$ cat config.mk
export PLATFORM = sky130hd
export DESIGN_NAME = usb_status_din_arbiter
export DESIGN_NICKNAME = d
export VERILOG_FILES = /design/src/rtl/usb_status_din_arbiter.sv
export SDC_FILE = /design/constraint.sdc
export NUM_CORES = 1
export LEC_CHECK = 0
export ABC_AREA = 1
export CAP_MARGIN = 15
export CORE_MARGIN = 4
export CORE_UTILIZATION = 60
export DETAILED_ROUTE_END_ITERATION = 6
export PLACE_DENSITY = 0.84
export SLEW_MARGIN = 40
export SYNTH_ARGS = -nofsm -noshare
export SYNTH_HDL_FRONTEND = slang
export SYNTH_SLANG_ARGS = --single-unit
$ cat constraint.sdc
create_clock -name clk48 -period 8.9 [get_ports clk48]
set_input_delay 1.78 -clock clk48 [delete_from_list [all_inputs] [get_ports clk48]]
set_output_delay 1.78 -clock clk48 [all_outputs]
set_load 0.03 [all_outputs]
$ cat src/rtl/usb_status_din_arbiter.sv
// Round-robin arbiter that merges N_REQ byte producers onto the annunciator's din/din_v
// channel. Each producer owns a 2-deep FIFO; every byte gets a fixed HOLD-high/GAP-low strobe.
module usb_status_din_arbiter #(
    parameter int N_REQ = 4,
    parameter int HOLD  = 4,
    parameter int GAP   = 2
) (
    input  logic                       clk48,
    input  logic                       rst,
    input  logic [N_REQ-1:0]           req_valid,
    input  logic [8*N_REQ-1:0]         req_data,
    output logic [N_REQ-1:0]           req_ready,
    output logic [N_REQ-1:0]           ovf,
    input  logic                       ovf_clr,
    output logic [7:0]                 din,
    output logic                       din_v,
    output logic [$clog2(N_REQ)-1:0]   grant_id,
    output logic                       busy
);

    localparam int IW = $clog2(N_REQ);

    typedef enum logic [1:0] {
        ST_IDLE,
        ST_ASSERT,
        ST_GAP
    } state_t;

    state_t           state_reg;
    logic [3:0]       cnt_reg;
    logic [IW-1:0]    last_grant_reg;
    logic [IW-1:0]    grant_id_reg;
    logic [7:0]       din_reg;
    logic             din_v_reg;

    logic [N_REQ-1:0]   fifo_nonempty;
    logic [N_REQ-1:0]   pop_vec;
    logic [8*N_REQ-1:0] head_data;

    logic               sel_found;
    logic [IW-1:0]      sel_idx;
    logic [IW:0]        cand;

    // Per-requester 2-entry FIFO; q0 is always the head, q1 the second entry.
    generate
        for (genvar gi = 0; gi < N_REQ; gi++) begin : gen_fifo
            logic [7:0] q0_reg;
            logic [7:0] q1_reg;
            logic [1:0] count_reg;
            logic       ovf_reg;
            logic       push;
            logic       pop;

            assign req_ready[gi]          = (count_reg != 2'd2);
            assign push                   = req_valid[gi] & req_ready[gi];
            assign pop                    = pop_vec[gi];
            assign fifo_nonempty[gi]      = (count_reg != 2'd0);
            assign head_data[8*gi +: 8]   = q0_reg;
            assign ovf[gi]                = ovf_reg;

            always_ff @(posedge clk48 or posedge rst) begin
                if (rst) begin
                    q0_reg    <= 8'd0;
                    q1_reg    <= 8'd0;
                    count_reg <= 2'd0;
                    ovf_reg   <= 1'b0;
                end else begin
                    if (pop) begin
                        q0_reg <= q1_reg;
                    end
                    // The new byte lands at the slot that is the tail after any pop.
                    if (push && (count_reg == 2'd0 || (count_reg == 2'd1 && pop))) begin
                        q0_reg <= req_data[8*gi +: 8];
                    end else if (push) begin
                        q1_reg <= req_data[8*gi +: 8];
                    end
                    case ({push, pop})
                        2'b10:   count_reg <= count_reg + 2'd1;
                        2'b01:   count_reg <= count_reg - 2'd1;
                        default: count_reg <= count_reg;
                    endcase
                    if (req_valid[gi] && !req_ready[gi]) begin
                        ovf_reg <= 1'b1;
                    end else if (ovf_clr) begin
                        ovf_reg <= 1'b0;
                    end
                end
            end
        end
    endgenerate

    // Scan last_grant+1 .. last_grant+N_REQ with explicit wrap so non-power-of-2 N_REQ works.
    always_comb begin
        sel_found = 1'b0;
        sel_idx   = '0;
        cand      = '0;
        for (int k = 1; k <= N_REQ; k++) begin
            cand = {1'b0, last_grant_reg} + (IW+1)'(k);
            if (cand >= (IW+1)'(N_REQ)) begin
                cand = cand - (IW+1)'(N_REQ);
            end
            if (!sel_found && fifo_nonempty[cand[IW-1:0]]) begin
                sel_found = 1'b1;
                sel_idx   = cand[IW-1:0];
            end
        end
    end

    always_comb begin
        pop_vec = '0;
        if (state_reg == ST_IDLE && sel_found) begin
            pop_vec[sel_idx] = 1'b1;
        end
    end

    always_ff @(posedge clk48 or posedge rst) begin
        if (rst) begin
            state_reg      <= ST_IDLE;
            cnt_reg        <= 4'd0;
            last_grant_reg <= IW'(N_REQ - 1);
            grant_id_reg   <= '0;
            din_reg        <= 8'd0;
            din_v_reg      <= 1'b0;
        end else begin
            case (state_reg)
                ST_IDLE: begin
                    if (sel_found) begin
                        din_reg        <= head_data[8*sel_idx +: 8];
                        grant_id_reg   <= sel_idx;
                        last_grant_reg <= sel_idx;
                        cnt_reg        <= 4'(HOLD - 1);
                        din_v_reg      <= 1'b1;
                        state_reg      <= ST_ASSERT;
                    end
                end
                ST_ASSERT: begin
                    if (cnt_reg == 4'd0) begin
                        cnt_reg   <= 4'(GAP - 1);
                        din_v_reg <= 1'b0;
                        state_reg <= ST_GAP;
                    end else begin
                        cnt_reg <= cnt_reg - 4'd1;
                    end
                end
                ST_GAP: begin
                    if (cnt_reg == 4'd0) begin
                        state_reg <= ST_IDLE;
                    end else begin
                        cnt_reg <= cnt_reg - 4'd1;
                    end
                end
                default: begin
                    state_reg <= ST_IDLE;
                    din_v_reg <= 1'b0;
                end
            endcase
        end
    end

    assign din      = din_reg;
    assign din_v    = din_v_reg;
    assign grant_id = grant_id_reg;
    assign busy     = (state_reg != ST_IDLE) || (|fifo_nonempty);

endmodule

Figure 1. M3 wires (run 1).
Drawn at 3 px/um.
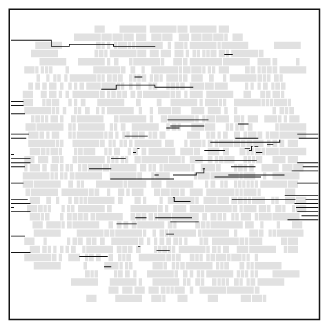
- nets with wire on the layer: 55
- share of all routed wire: 4.5%
met3 GRT Util: 4.19%
vias: 4494

Figure 2. Routing congestion (run 1).
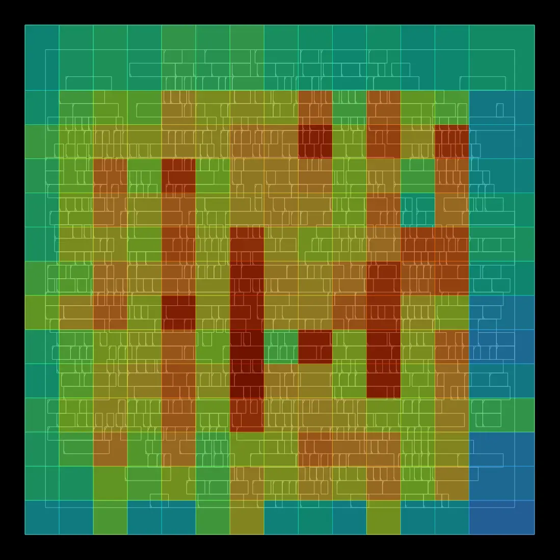
Total Routing Usage GR: 23.5%
M1 GR Usage: 31.2%

Figure 3. Signal wires by layer (run 1).
Drawn at 3 px/um.
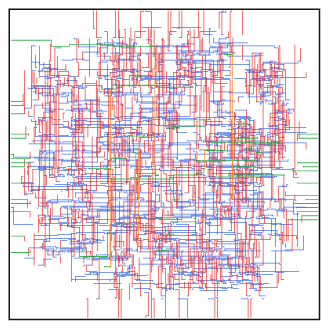
- metal 3: green (wire length 523 um)
- metal 2: red (wire length 5750 um)
- metal 1: blue (wire length 5050 um)
- metal 4: orange (wire length 211 um)
total wire length: 11500 um
per-cell routed wire length: 13.8 um

## run 1: where the power goes
part	leakage, nW	internal, mW	switching [mW]
clock network	0.110	0.158	0.157
registers	1.13	0.665	0.135
logic	1.90	0.543	1.03
total	3.14	1.37	1.32
## run 1: layout make-up
class / count / area share [%]
Timing Repair Buffer: 61 / 9.85
Inverter: 96 / 5.94
Multi-Input combinational cell: 460 / 40.2
Clock inverter: 6 / 1.35
Tap cell: 108 / 2.18
Clock buffer: 10 / 2.06
Sequential cell: 95 / 38.5
## run 1: cells in the final DEF (no fill, tap or decap), types with 25 or more instances in the layout
master / n
nand2_1: 151
dfrtp_1: 93
nand3_1: 92
inv_1: 86
clkdlybuf4s50_1: 58
nor2_1: 55
a21oi_1: 28
o21ai_0: 25
ha_1: 25
## run 1: worst max-delay path, delay by kind of cell (launching register included)
kind | cells | cell delay [ns]
buffers and inverters | 3 | 1.02
DFF | 1 | 0.40
adders and majority gates | 1 | 0.24
and+or+nand+nor | 2 | 0.19
## run 1: cell families (layout without fill, tap and decap cells)
logic type	Yosys count	in the layout
and+or+nand+nor	345	345
buffers and inverters	121	173
DFF	95	95
AOI/OAI and AO/OA	82	82
adders and majority gates	25	25
xor gates and xnor gates	8	8
## run 1: synthesized netlist by cell type, types with 10 or more instances
cell	number
nand2_2	10
a21oi_1	28
nand2_1	151
nand3_1	92
dfrtp_1	93
inv_1	87
ha_1	25
o21ai_0	25
nor2_1	55
## run 1: routing by layer
metal	vias up	wire, um
li1	2254	-
met2	96	5750
met1	2130	5050
met4	0	210
met5	-	0
met3	14	523
## run 1: per-stage QoR
stage               total power [mW]  instances
finish                          2.69        836
global route                    2.95        836
CTS                             2.70        836
detailed placement              2.38        820
global placement                2.30        820
floorplan                       2.02        676
## run 1: final timing paths
| check | end | from | depth (start not counted) |
|---|---|---|---|
| hold reg to reg | gen_fifo[2].q1_reg[2] | gen_fifo[2].q1_reg[2] | 2 |
| hold / removal | gen_fifo[2].q1_reg[2] | gen_fifo[2].q1_reg[2] | 2 |
| setup reg to reg | gen_fifo[1].count_reg[1] | gen_fifo[1].count_reg[0] | 16 |
| setup / recovery | busy | gen_fifo[1].count_reg[0] | 6 |
| max in group asynchronous | grant_id[0] | rst | 3 |
| min in group asynchronous | gen_fifo[1].q1_reg[0] | rst | 2 |
==> flow_summary.yaml, run 1 <==
# flow metrics
sta:
  worstMarginPinSlew_ns: 0.794
  slew_violations: 0
  finalCritPeriodShare_pct: 44.8
  slew_headroom_pct: 46.9
  fmax_mhz: 251
  setup_viol: 0
setup_path:
  crit_chain: "inv_1 > ha_1 > inv_1 > nor3_1 > nand3_1 > clkdlybuf4s50_1"
  crit_path_end_kind: "output port"
  cp_max_fo: 5
placement:
  gp_congestion: 0.870
  placed_area_mm2: 0.00597
  portBuffers: 58
  dpl_worst_slack_ns: 5.19
cts:
  cts_resized: 0
  cts-root-buf: "clkbuf_8"
  cts.path.max_buffers: 2
  postCtsSetupRepairBufs: 0
synthesis:
  synthDistinctLibCells: 34
  ys_sh_mux_pct: 0
  ys_async_sr_fraction_pct: 100
  synthTopCellsByArea: "dfrtp_1 (43%), nand2_1 (10%), nand3_1 (8.5%)"
floorplan:
  row_count: 34
  die_h_um: 103
status:
  status: "complete, no violations"
grt:
  grt_pass1_vias: 4327
  grt_pass1_wl_um: 19600
  antenna_found_initial: 0
power_and_ir_drop:
  power_density_mw_per_mm2: 434
routing:
  drt_iter0_drc: 281
==> run 2, diff against run 1 <==
- CORE_UTILIZATION: 60 -> 57
- PLACE_DENSITY: 0.84 -> 0.8
- clock period: 8.9 -> 4 ns (I/O delays scaled with it)
Figure 4. Routing congestion (run 2).
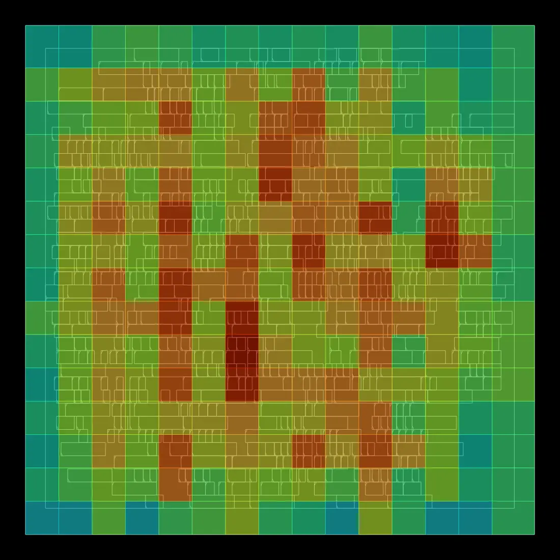
post-layout util: 67.2%
Total Routing Usage GR: 21.4%
GR Util met2: 35.9%
per-cell routed wire length: 13.1 um
most used routing layer: met2

Figure 5. Register map, names as in the netlist (run 2).
Drawn at 2 px/um. Other sequential cells in the stronger gray, the rest of the logic in the fainter gray.
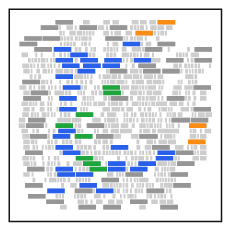
- gen_fifo.ovf_reg: orange (sequential cells 4)
- din: green (sequential cells 8)
- gen_fifo.q0_reg: blue (sequential cells 32)
- not colored: 51
total sequential power: 1.78 mW
Seq/total area: 38.3%
Storage cell area: 0.00238 mm2

==> flow_summary.yaml, run 2 <==
# flow metrics
synthesis:
  ys_async_sr_fraction_pct: 100
  common_cells: "nand2_1 (151), dfrtp_1 (93), nand3_1 (92)"
  synthDistinctLibCells: 34
  synth.most_common_cell: "nand2_1"
setup_path:
  ff2ff_path_depth: 15
  startpoint: "gen_fifo[0].count_reg[0]"
  cp_max_fo: 5
  rr_endpoint: "gen_fifo[1].count_reg[1]"
floorplan:
  row_count: 35
cts:
  cts_resized: 0
  cts.path.max_buffers: 2
grt:
  antenna_found_initial: 0
  grt_pass1_vias: 4285
status:
  status: "complete, no violations"
routing:
  wl_um: 11300
  drt_iter0_drc: 238
  vias: 4444
placement:
  portBuffers: 58
  dpl_worst_slack_ns: 1.15
sta:
  fmax_mhz: 336
  finalCritPeriodShare_pct: 74.4
==> run 2: cell counts after synthesis <==
No cell type changed its count.
==> run 2: how the worst max path moves through the flow <==
stage / end / slack [ns] / depth (start not counted)
detailed placement: gen_fifo[3].q1_reg[6] / 1.15 / 6
CTS: busy / 1.03 / 6
finish: busy / 1.02 / 6
global placement: gen_fifo[3].q1_reg[2] / 1.17 / 6
floorplan: cnt_reg[0] / 0.73 / 1
global route: gen_fifo[3].count_reg[1] / 0.84 / 16
==> run 2: critical path: stages (launching register included) <==
cell             delay (ns)
dfrtp_1                0.42
inv_1                  0.12
ha_1                   0.21
inv_2                  0.09
nor3_1                 0.22
nand3_1                0.14
clkdlybuf4s50_1        0.62
==> run 2: layer usage <==
metal  global-route usage [%]  part of all wire, %
met5                        0                    0
met4                     7.31                  1.5
met3                     3.61                  4.6
met2                     35.9                   49
met1                     28.3                   44
==> run 2: kinds of logic (layout without fill, tap and decap cells) <==
| kind of cell | after synthesis | count (layout) | share of synthesized area (%) |
|---|---|---|---|
| adder cells (fa/ha/maj) | 25 | 25 | 5.79 |
| buffers and inverters | 121 | 173 | 10.0 |
| AND-OR/OR-AND | 82 | 82 | 8.61 |
| AND/OR/NAND/NOR | 345 | 345 | 30.3 |
| XOR/XNOR | 8 | 8 | 1.30 |
| flip-flops | 95 | 95 | 44.0 |
==> run 2: stage by stage <==
step	hold slack, ns	instance area, um2	instances
3_5_place_dp	0.459	6010	841
4_1_cts	0.481	6200	857
6_report	0.479	6210	857
3_3_place_gp	0.457	6010	841
2_1_floorplan	0.442	5410	676
5_1_grt	0.505	6210	857
==> run 2: layout make-up <==
cell class,count,area (um2),share of cell area [%]
clock inverters,7,71.3,1.15
flip-flops and latches,95,2380,38.3
multi-input cells,460,2490,40.1
well taps,129,161,2.60
inverters,96,369,5.95
clock buffers,9,124,2.00
repair buffers,61,616,9.92
==> run 2: where the power goes <==
group	switching, mW	internal, mW
Sequential	0.302	1.48
Clock	0.351	0.292
Combinational	2.27	1.21
==> run 3, diff against run 2 <==
- CORE_UTILIZATION: 57 -> 51
- PLACE_DENSITY: 0.8 -> 0.76
- clock period: 4 -> 2.7 ns (I/O delays scaled with it)
Figure 6. Routing congestion (run 3).
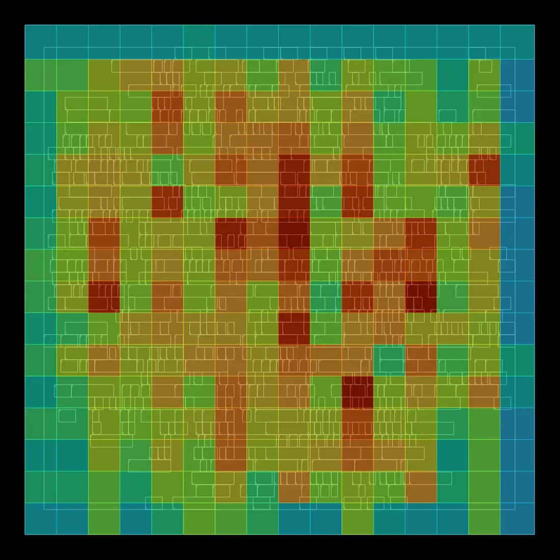
M1 GR Usage: 25.4%
Total Routing Usage GR: 19.4%
post-layout util: 61.6%
GR Util met2: 31.9%
met3 GRT Util: 3.93%

Figure 7. M3 wires (run 3).
Drawn at 2 px/um.
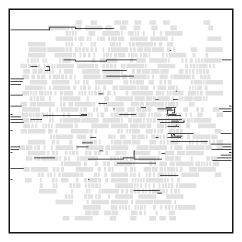
- share of all routed wire: 4.5%
- longest straight run: 21.6 um
- nets with wire on the layer: 61
total wire length: 11700 um
vias: 4517

==> flow_summary.yaml, run 3 <==
# flow metrics
synthesis:
  synthDistinctLibCells: 34
  common_cells: "nand2_1 (151), dfrtp_1 (93), nand3_1 (92)"
  ys_async_sr_fraction_pct: 100
power_and_ir_drop:
  leakagePower_nw: 3.21
setup_path:
  cp-endpoint: "gen_fifo[0].count_reg[1]"
  ff2ff_path_depth: 13
  slowest_delay_ns: 0.66
  cp_max_fo: 12
  rr_endpoint: "gen_fifo[0].count_reg[1]"
  crit_family: "simple AND/OR/NAND/NOR gates"
  crit_chain: "inv_4 > nand2_1 > nand2_1 > nand2_1 > nand2_4 > a21oi_2 > nand3_4 > nor2_4 > nand2_4 > inv_2 > ha_1 > nand2_1 > o21ai_0"
  crit_buf_inv: 2
  startpoint: "last_grant_reg[0]"
status:
  status: "complete, no violations"
routing:
  wl_per_cell_um: 13.3
sta:
  fmax_mhz: 396
  whs_ns: 0.480
  finalCritPeriodShare_pct: 93.6
grt:
  grt_pass1_vias: 4314
  antenna_found_initial: 0
floorplan:
  row_count: 37
==> run 3: cell counts after synthesis <==
No cell type changed its count.
==> run 3: logic make-up after synthesis <==
group | count (synthesis) | share of synthesized area, %
fa+ha+maj | 25 | 5.79
xor+xnor | 8 | 1.30
buf+inv | 121 | 10.0
compound gates | 82 | 8.61
simple gates | 345 | 30.3
flops | 95 | 44.0
==> run 3: worst reg2reg max path, stage by stage, from the launching register on <==
cell     delay [ns]
dfstp_2        0.66
inv_4          0.11
nand2_1        0.07
nand2_1        0.10
nand2_1        0.13
nand2_4        0.09
a21oi_2        0.21
nand3_4        0.17
nor2_4         0.21
nand2_4        0.11
inv_2          0.14
ha_1           0.28
nand2_1        0.07
o21ai_0        0.07
==> run 3: through the flow <==
| stage | cell area [um2] | util (%) | worst slack (ns) | power, mW | instances |
|---|---|---|---|---|---|
| 4_1_cts | 6290 | 61.0 | 0.0618 | 9.00 | 873 |
| 6_report | 6360 | 61.6 | 0.172 | 9.11 | 878 |
| 5_1_grt | 6360 | 61.6 | 0.0101 | 9.98 | 878 |
| 3_3_place_gp | 6090 | 59.0 | 0.203 | 7.76 | 857 |
| 2_1_floorplan | 5410 | - | 0.249 | 6.67 | 676 |
| 3_5_place_dp | 6090 | 59.0 | 0.0943 | 7.98 | 857 |
==> run 3: worst min-delay path by stage <==
stage,start,to,cells after the start
2_1_floorplan,gen_fifo[2].q1_reg[0],gen_fifo[2].q1_reg[0],2
3_3_place_gp,gen_fifo[2].q1_reg[3],gen_fifo[2].q1_reg[3],2
3_5_place_dp,gen_fifo[2].q1_reg[4],gen_fifo[2].q1_reg[4],2
4_1_cts,gen_fifo[2].q1_reg[4],gen_fifo[2].q1_reg[4],2
5_1_grt,gen_fifo[2].q1_reg[1],gen_fifo[2].q1_reg[1],2
6_report,gen_fifo[2].q1_reg[4],gen_fifo[2].q1_reg[4],2
==> run 3: area by class of cell <==
type	instances	area [um2]	share of cell area (%)
Clock buffer	12	155	2.44
Clock inverter	4	52.6	0.826
Inverter	96	370	5.82
Multi-Input combinational cell	460	2510	39.5
Sequential cell	95	2380	37.4
Tap cell	136	170	2.68
Timing Repair Buffer	75	719	11.3
==> run 3: what timing repair did <==
action / 4_1_cts / 5_1_grt
endpoints found under the setup margin: 1 / 31
gates resized: 1 / 7
pin swaps: 0 / 3
buffers inserted: 0 / 5
==> run 3: where the power goes <==
| part | internal, mW | switching (mW) | leakage [nW] |
|---|---|---|---|
| Clock | 0.483 | 0.502 | 0.107 |
| Combinational | 2.02 | 3.44 | 1.97 |
| Sequential | 2.19 | 0.463 | 1.13 |
| Total | 4.70 | 4.41 | 3.21 |
==> run 3: routing by layer <==
metal,up-vias,track usage [%],wire length [um]
li1,2278,-,-
met1,2109,25.4,5300
met2,110,31.9,5610
met3,20,3.93,525
met4,0,7.14,227
met5,-,0,0
Power is estimated from default activity; no workload was simulated.
